--- src/rtl/mem_loader_pkg.sv ---
// mem_loader_pkg
//   Shared definitions for the boot-time memory loader.
//   - loader_state_e : frame-reception state machine encoding
//   - HEADER_BYTE    : frame start marker
//   - DATA_BYTES     : bytes per memory word (big-endian on the wire)
//   Optional feature macro: LOADER_CHECKSUM_EN (adds the CSUM state).
package mem_loader_pkg;

    localparam logic [7:0] HEADER_BYTE    = 8'hA5;
    localparam int         LDR_DATA_WIDTH = 16;
    localparam int         DATA_BYTES     = LDR_DATA_WIDTH / 8;

    typedef enum logic [3:0] {
        ST_IDLE  = 4'd0,
        ST_HDR   = 4'd1,
        ST_ADDR  = 4'd2,
        ST_CNT   = 4'd3,
        ST_HI    = 4'd4,
        ST_LO    = 4'd5,
        ST_WRITE = 4'd6,
`ifdef LOADER_CHECKSUM_EN
        ST_CSUM  = 4'd7,
`endif
        ST_DONE  = 4'd8,
        ST_ERR   = 4'd9
    } loader_state_e;

endpackage

--- src/rtl/mem_loader.sv ---
// mem_loader
//   Receives a framed byte stream (A5, start address, count, count x {hi, lo}
//   [, checksum]) and writes the assembled 16-bit words sequentially into a
//   BRAM through its active-low write port. While not loading, the processor
//   memory port passes straight through to the BRAM.
//
//   Optional feature macro: LOADER_CHECKSUM_EN
//     defined   : frame ends with an 8-bit sum of all data bytes; mismatch -> ERR
//     undefined : frame ends after the last data byte
//
// Ports
//   clk_i, reset_i                 clock, synchronous active-high reset
//   start_i                        begin frame reception (IDLE or ERR only)
//   byte_i, byte_valid_i           stream byte and its valid
//   byte_ready_o                   loader accepts byte_i this cycle
//   cpu_address_i/data_i/write_en_ni  processor memory port (passthrough)
//   mem_address_o/data_o/write_en_no  to the BRAM
//   busy_o                         loader owns the memory port
//   done_o                         one-cycle pulse on successful frame end
//   error_o                        sticky frame error, cleared by start_i/reset_i
module mem_loader
    import mem_loader_pkg::*;
#(
    parameter int WORDS      = 8,
    parameter int DATA_WIDTH = 16
) (
    input  logic                  clk_i,
    input  logic                  reset_i,
    input  logic                  start_i,
    input  logic [7:0]            byte_i,
    input  logic                  byte_valid_i,
    output logic                  byte_ready_o,
    input  logic [WORDS-1:0]      cpu_address_i,
    input  logic [DATA_WIDTH-1:0] cpu_data_i,
    input  logic                  cpu_write_en_ni,
    output logic [WORDS-1:0]      mem_address_o,
    output logic [DATA_WIDTH-1:0] mem_data_o,
    output logic                  mem_write_en_no,
    output logic                  busy_o,
    output logic                  done_o,
    output logic                  error_o
);

    loader_state_e state_q, state_d;
    logic [WORDS-1:0] addr_q, addr_d;
    // One bit wider than the count byte so that a count of 0 can mean 256.
    logic [8:0]       count_q, count_d;
    logic [7:0]       hi_q, hi_d;
    logic [7:0]       lo_q, lo_d;
    logic             we_n_q, we_n_d;
`ifdef LOADER_CHECKSUM_EN
    logic [7:0]       sum_q, sum_d;
`endif

    logic                  byte_fire;
    logic [DATA_WIDTH-1:0] word_w;

    assign byte_fire = byte_valid_i && byte_ready_o;
    assign word_w    = {hi_q, lo_q};

    always_ff @(posedge clk_i) begin
        if (reset_i) begin
            state_q <= ST_IDLE;
            addr_q  <= '0;
            count_q <= '0;
            hi_q    <= '0;
            lo_q    <= '0;
            we_n_q  <= 1'b1;
`ifdef LOADER_CHECKSUM_EN
            sum_q   <= '0;
`endif
        end else begin
            state_q <= state_d;
            addr_q  <= addr_d;
            count_q <= count_d;
            hi_q    <= hi_d;
            lo_q    <= lo_d;
            we_n_q  <= we_n_d;
`ifdef LOADER_CHECKSUM_EN
            sum_q   <= sum_d;
`endif
        end
    end

    always_comb begin
        state_d = state_q;
        addr_d  = addr_q;
        count_d = count_q;
        hi_d    = hi_q;
        lo_d    = lo_q;
`ifdef LOADER_CHECKSUM_EN
        sum_d   = sum_q;
`endif
        byte_ready_o = 1'b0;

        case (state_q)
            ST_IDLE: begin
                if (start_i) begin
                    state_d = ST_HDR;
`ifdef LOADER_CHECKSUM_EN
                    sum_d   = '0;
`endif
                end
            end
            ST_HDR: begin
                byte_ready_o = 1'b1;
                if (byte_fire) begin
                    state_d = (byte_i == HEADER_BYTE) ? ST_ADDR : ST_ERR;
                end
            end
            ST_ADDR: begin
                byte_ready_o = 1'b1;
                if (byte_fire) begin
                    addr_d  = byte_i[WORDS-1:0];
                    state_d = ST_CNT;
                end
            end
            ST_CNT: begin
                byte_ready_o = 1'b1;
                if (byte_fire) begin
                    count_d = (byte_i == 8'd0) ? 9'd256 : {1'b0, byte_i};
                    state_d = ST_HI;
                end
            end
            ST_HI: begin
                byte_ready_o = 1'b1;
                if (byte_fire) begin
                    hi_d    = byte_i;
`ifdef LOADER_CHECKSUM_EN
                    sum_d   = sum_q + byte_i;
`endif
                    state_d = ST_LO;
                end
            end
            ST_LO: begin
                byte_ready_o = 1'b1;
                if (byte_fire) begin
                    lo_d    = byte_i;
`ifdef LOADER_CHECKSUM_EN
                    sum_d   = sum_q + byte_i;
`endif
                    state_d = ST_WRITE;
                end
            end
            ST_WRITE: begin
                // Address wraps naturally at 2^WORDS.
                addr_d  = addr_q + 1'b1;
                count_d = count_q - 9'd1;
                if (count_q != 9'd1) begin
                    state_d = ST_HI;
                end else begin
`ifdef LOADER_CHECKSUM_EN
                    state_d = ST_CSUM;
`else
                    state_d = ST_DONE;
`endif
                end
            end
`ifdef LOADER_CHECKSUM_EN
            ST_CSUM: begin
                byte_ready_o = 1'b1;
                if (byte_fire) begin
                    state_d = (byte_i == sum_q) ? ST_DONE : ST_ERR;
                end
            end
`endif
            ST_DONE: begin
                state_d = ST_IDLE;
            end
            ST_ERR: begin
                if (start_i) begin
                    state_d = ST_HDR;
`ifdef LOADER_CHECKSUM_EN
                    sum_d   = '0;
`endif
                end
            end
            default: begin
                state_d = ST_IDLE;
            end
        endcase

        // Write strobe is registered from the next state, so it is low for
        // exactly the WRITE cycle and glitch-free at the BRAM.
        we_n_d = (state_d != ST_WRITE);
    end

    assign busy_o  = (state_q != ST_IDLE) && (state_q != ST_DONE) && (state_q != ST_ERR);
    assign done_o  = (state_q == ST_DONE);
    assign error_o = (state_q == ST_ERR);

    // Port mux: the loader's registers own the BRAM while busy; otherwise the
    // processor drives it directly.
    assign mem_address_o   = busy_o ? addr_q : cpu_address_i;
    assign mem_data_o      = busy_o ? word_w : cpu_data_i;
    assign mem_write_en_no = busy_o ? we_n_q : cpu_write_en_ni;

endmodule

--- config.mk ---
export PLATFORM = sky130hd
export DESIGN_NAME = mem_loader
export DESIGN_NICKNAME = d
export VERILOG_FILES = /design/src/rtl/mem_loader_pkg.sv /design/src/rtl/mem_loader.sv
export SDC_FILE = /design/constraint.sdc
export NUM_CORES = 1
export LEC_CHECK = 0
export ABC_AREA = 1
export CAP_MARGIN = 40
export CORE_ASPECT_RATIO = 1.1
export CORE_MARGIN = 1.5
export CORE_UTILIZATION = 40
export DETAILED_ROUTE_END_ITERATION = 10
export DONT_BUFFER_PORTS = 1
export MAX_ROUTING_LAYER = met4
export SETUP_SLACK_MARGIN = 0.2
export SKIP_CTS_REPAIR_TIMING = 1
export SYNTH_ARGS = -nofsm -noshare
export SYNTH_HDL_FRONTEND = slang
export SYNTH_SLANG_ARGS = --single-unit
export TNS_END_PERCENT = 1
--- constraint.sdc ---
create_clock -name clk_i -period 1.7 [get_ports clk_i]
set_input_delay 0.34 -clock clk_i [delete_from_list [all_inputs] [get_ports clk_i]]
set_output_delay 0.34 -clock clk_i [all_outputs]
set_load 0.005 [all_outputs]
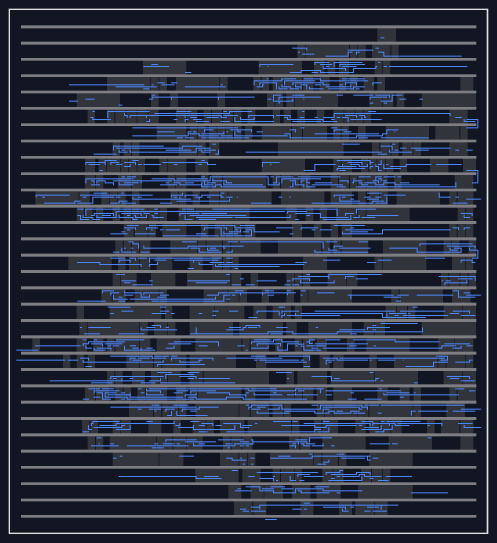
Fig. 1. Metal 1.
Scale: 6 px per µm. Supply wires on this layer in gray. Cells faint in the background.
main direction: horizontal
wire length on this layer: 2,930 µm
longest straight run: 28.1 µm
nets with wire on the layer: 412
Global Route met1 Usage: 23.7%
vias post-DR: 2,561
routed wire length: 6.44 mm

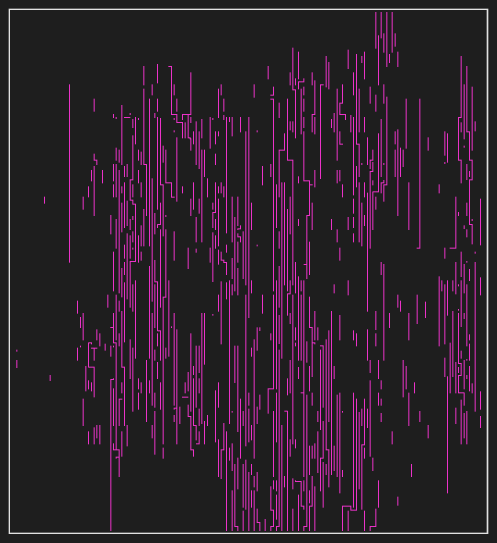
Fig. 2. Metal 2.
Scale: 6 px per µm.
wire length on this layer: 3,110 µm
nets with wire on the layer: 364
longest straight run: 33.3 µm
share of all routed wire: 48%
main direction: vertical

==> run notes <==
From the run reports.

- The run finished, with violations left.
- The final reports fail on setup timing.
- For reference, the critical path is captured by mem_address_o[0].
- Per the skew report, the later register of the worst-skew pair sees a clock latency of 0.29 ns.
- Among all cell types in the netlist, the one instantiated most often is sky130_fd_sc_hd__nand2_1.
- The leading area contributor after synthesis reads sky130_fd_sc_hd__dfxtp_1.
- The number of global-route vias before repair reads 2,123.
- The final timing report lists clock skew as 0.00505 ns.
- The synthesis run shows the most used standard cells to be 95 x sky130_fd_sc_hd__nand2_1, 62 x sky130_fd_sc_hd__inv_1, 52 x sky130_fd_sc_hd__nor2_1, 40 x sky130_fd_sc_hd__o21ai_0, 38 x sky130_fd_sc_hd__dfxtp_1.
- The startpoint of the most critical register-to-register path is state_q[3].
- The longest clock path from root to sink contains 2 buffers.
- The setup slack of the critical path after layout reads -0.0837 ns.
- For reference, the final report shows the max-slew violation count at 0.
- The total chip power reads 2.29 mW.
- Leaving out filler cells and counting taps, the final layout contains 509.
- The placeable core area reads 6190 µm².
- The number of synthesized register bits is 38.
- The root buffer cell is sky130_fd_sc_hd__clkbuf_8.
- The class of the tightest hold or removal check is in2reg.
- STA lists the startpoint of the worst hold path as reset_i.
- The group that draws the most power in this run is the clock network.
- The timing report gives the clock slew at the launch and capture registers of the worst setup and hold paths as 0.08 ns.
- Per the post-route antenna check, the number of violating nets is 0.
- The largest individual stage delay along the critical path comes from the cell sky130_fd_sc_hd__dfxtp_4.
- The initial antenna violation count reads 0.
- The count of antenna diodes in the layout reads 0.
- The share of flip-flops with an asynchronous set or reset is 0%.
- The global route stage reports its total congestion overflow as 0.
- For reference, the most critical setup path is categorized as reg2out.
- The power dissipated by switching net loads is 0.596 mW.
- The number of library cell types mapped by synthesis reads 29.
- The worst setup slack before clock tree synthesis is 0.119 ns.
- STA puts the critical path data arrival time at 1.44 ns.
- The detailed placer's ending HPWL is 4.59 mm.
- The TritonCTS clock tree reads built.
- For hold timing, the worst endpoint is state_q[3].
- The total nets after synthesis is 454.
- The part of the Yosys area used for sequential elements reads 29.6%.
- The die width reads 79.5 µm.
- The global-route wire length before repair is 9.87 mm.
- The top cell type's share of synthesized area is 29.6%.
- The portion of total power attributed to sequential cells reads 39.0%.
- Buffers inserted during clock tree synthesis total 5.
- The number of input and output port buffers inserted reads 0.
- The pin closest to its max-slew limit shows a slew of 0.369 ns.
- The total clock network power reads 0.928 mW.
- The violation tally recorded at the end of detailed-routing iteration 0 is 110.
- The final report gives the core utilization as 50.8%.
- The vertical extent of the die is 87.1 µm.
- The leakage power figure is 1.40 nW.
- The count of H-tree levels built during CTS is 2.
- The final timing report counts setup violations totalling 23.
- The total of max-cap violations reads 0.
- The maximum number of pins on one net before global-route repair is 33.
- The synthesized netlist has a Yosys-reported chip area of 2570 µm².
- The worst path uses 105% of the clock period.
- The worst setup path is launched from a flop.
- The number of clock sinks seen by CTS is 38.
- The sequential power is 0.895 mW.
- Setup repair after global routing could not meet its margin everywhere.
- The flow reports an fmax of 561 MHz.
- The combinational share of power is 20.5%.
- The main area contributors are sky130_fd_sc_hd__dfxtp_1 30%, sky130_fd_sc_hd__nand2_1 14%, sky130_fd_sc_hd__inv_1 9.0%.
- Traced cell by cell, the critical path runs through inv_4 > nor2_4 > nand2_2 > nand2_4 > buf_12 > clkbuf_16 > nand2_4 > o21ai_2.
- For this design the ratio of total power to cell area is 729 nW/µm².
- The post-layout instance area is 3150 µm².
- The critical path crosses 8 cells after its start point.
- According to the floorplan log, the row count is 30.
- The critical path endpoint has a required time of 1.36 ns.
- The switching power share of the total reads 26.0%.
- The internal power summed over all cells is 1.70 mW.
- The cell count after synthesis came out at 414.
- The chip footprint reads 6920 µm².
- The first-pass detailed-route iteration total reads 4.
- The cell count listed in synth_stat.txt is 414.
- The largest delay contributor family on the critical path is flip-flops.
- The count of final hold-check violations is 0.
- The sum of buffers and inverters on the critical path is 3.
- The weighted congestion reported at the end of routability-driven placement is 0.865.
- The per-cell via count in the routed design reads 5.03.
- The mean area per synthesized cell is 6.21 µm².
- The number of cells in the design after placement reads 492.
- The routed layout reports a DRC error count of 0.
- In this run the tightest slew margin relative to its limit is 75.4%.
- The combinational logic power reads 0.470 mW.
- The post-synthesis cell area is 2570 µm².
- The largest vdd supply drop reads 0.000438 V.
- Summing all placed instances gives a cell area of 2690 µm².
- The worst hold path stage count reads 1.
- TritonRoute output was used to compute an average wire per cell of 12.7 µm.
- The layout-stage area growth over the synthesis result is 22.3%.
- In this run the count of I/O pins placed on the die edge is 66.
- The minimum period implied by the final worst setup slack is 1.78 ns.
- The largest fanout on the critical path is 8.
- The timing report gives the worst reg2reg path a setup slack of 0.29 ns.
- The number of warnings the tools reported reads 28.
- The layout report lists the multi-input gate area as 1590 µm².
- The initial core utilization reads 41.5%.
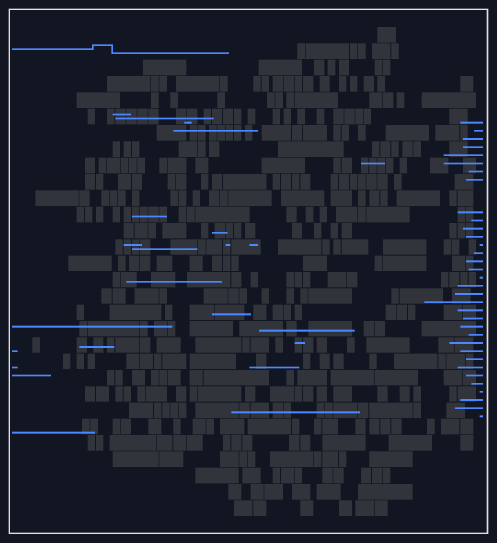
Fig. 3. The metal 3 layer.
Scale: 6 px per µm. Cells faint in the background.
share of all routed wire: 5.0%
longest straight run: 26.4 µm
wire length on this layer: 322 µm

cell usage in the layout (no fill, tap or decap), drive strengths merged:
cell,Yosys,routed
a31oi,1,1
o21ai,55,55
nand3,33,33
bufinv,0,2
nand2,108,108
clkinv,0,1
nor2,56,56
a21oi,26,26
inv,66,66
and2,1,1
buf,12,19
clkbuf,3,8
nand4,8,8
ha,3,3
xnor2,1,1
dfxtp,38,38
nor3b,1,1
nor3,2,2
logic make-up after synthesis:
group / count (synthesis) / synth area share (%)
buf+inv: 81 / 14.2
flops: 38 / 29.6
fa+ha+maj: 3 / 1.46
xor+xnor: 1 / 0.341
simple gates: 209 / 36.5
compound gates: 82 / 17.9
per-layer routing:
| layer | up-vias | part of all wire, % | track usage, % | wire (µm) |
|---|---|---|---|---|
| met5 | - | 0 | - | 0 |
| met2 | 77 | 48 | 30.1 | 3110 |
| met4 | 0 | 1.1 | 5.90 | 71 |
| li1 | 1335 | - | - | - |
| met3 | 6 | 5.0 | 3.35 | 321 |
| met1 | 1143 | 46 | 23.7 | 2930 |
flip-flops by register name, indices dropped and copies added (netlist names):
register	count
count_q	9
addr_q	8
hi_q	8
lo_q	8
state_q	4
we_n_q	1
through the flow:
| step | hold WS (ns) | TNS, ns |
|---|---|---|
| final | 0.0949 | -1.24 |
| after global routing | 0.0787 | -2.98 |
| after CTS | 0.0966 | -3.37 |
| after detailed placement | 0.414 | 0 |
| after global placement | 0.412 | 0 |
| after floorplan | 0.425 | 0 |
final cells by class:
type / count / share of cell area [%]
Clock inverter: 3 / 2.19
Sequential cell: 38 / 24.5
Multi-Input combinational cell: 295 / 50.6
Timing Repair Buffer: 22 / 9.35
Clock buffer: 5 / 2.19
Tap cell: 80 / 3.18
Inverter: 66 / 8.03
Power is estimated from default activity; no workload was simulated.
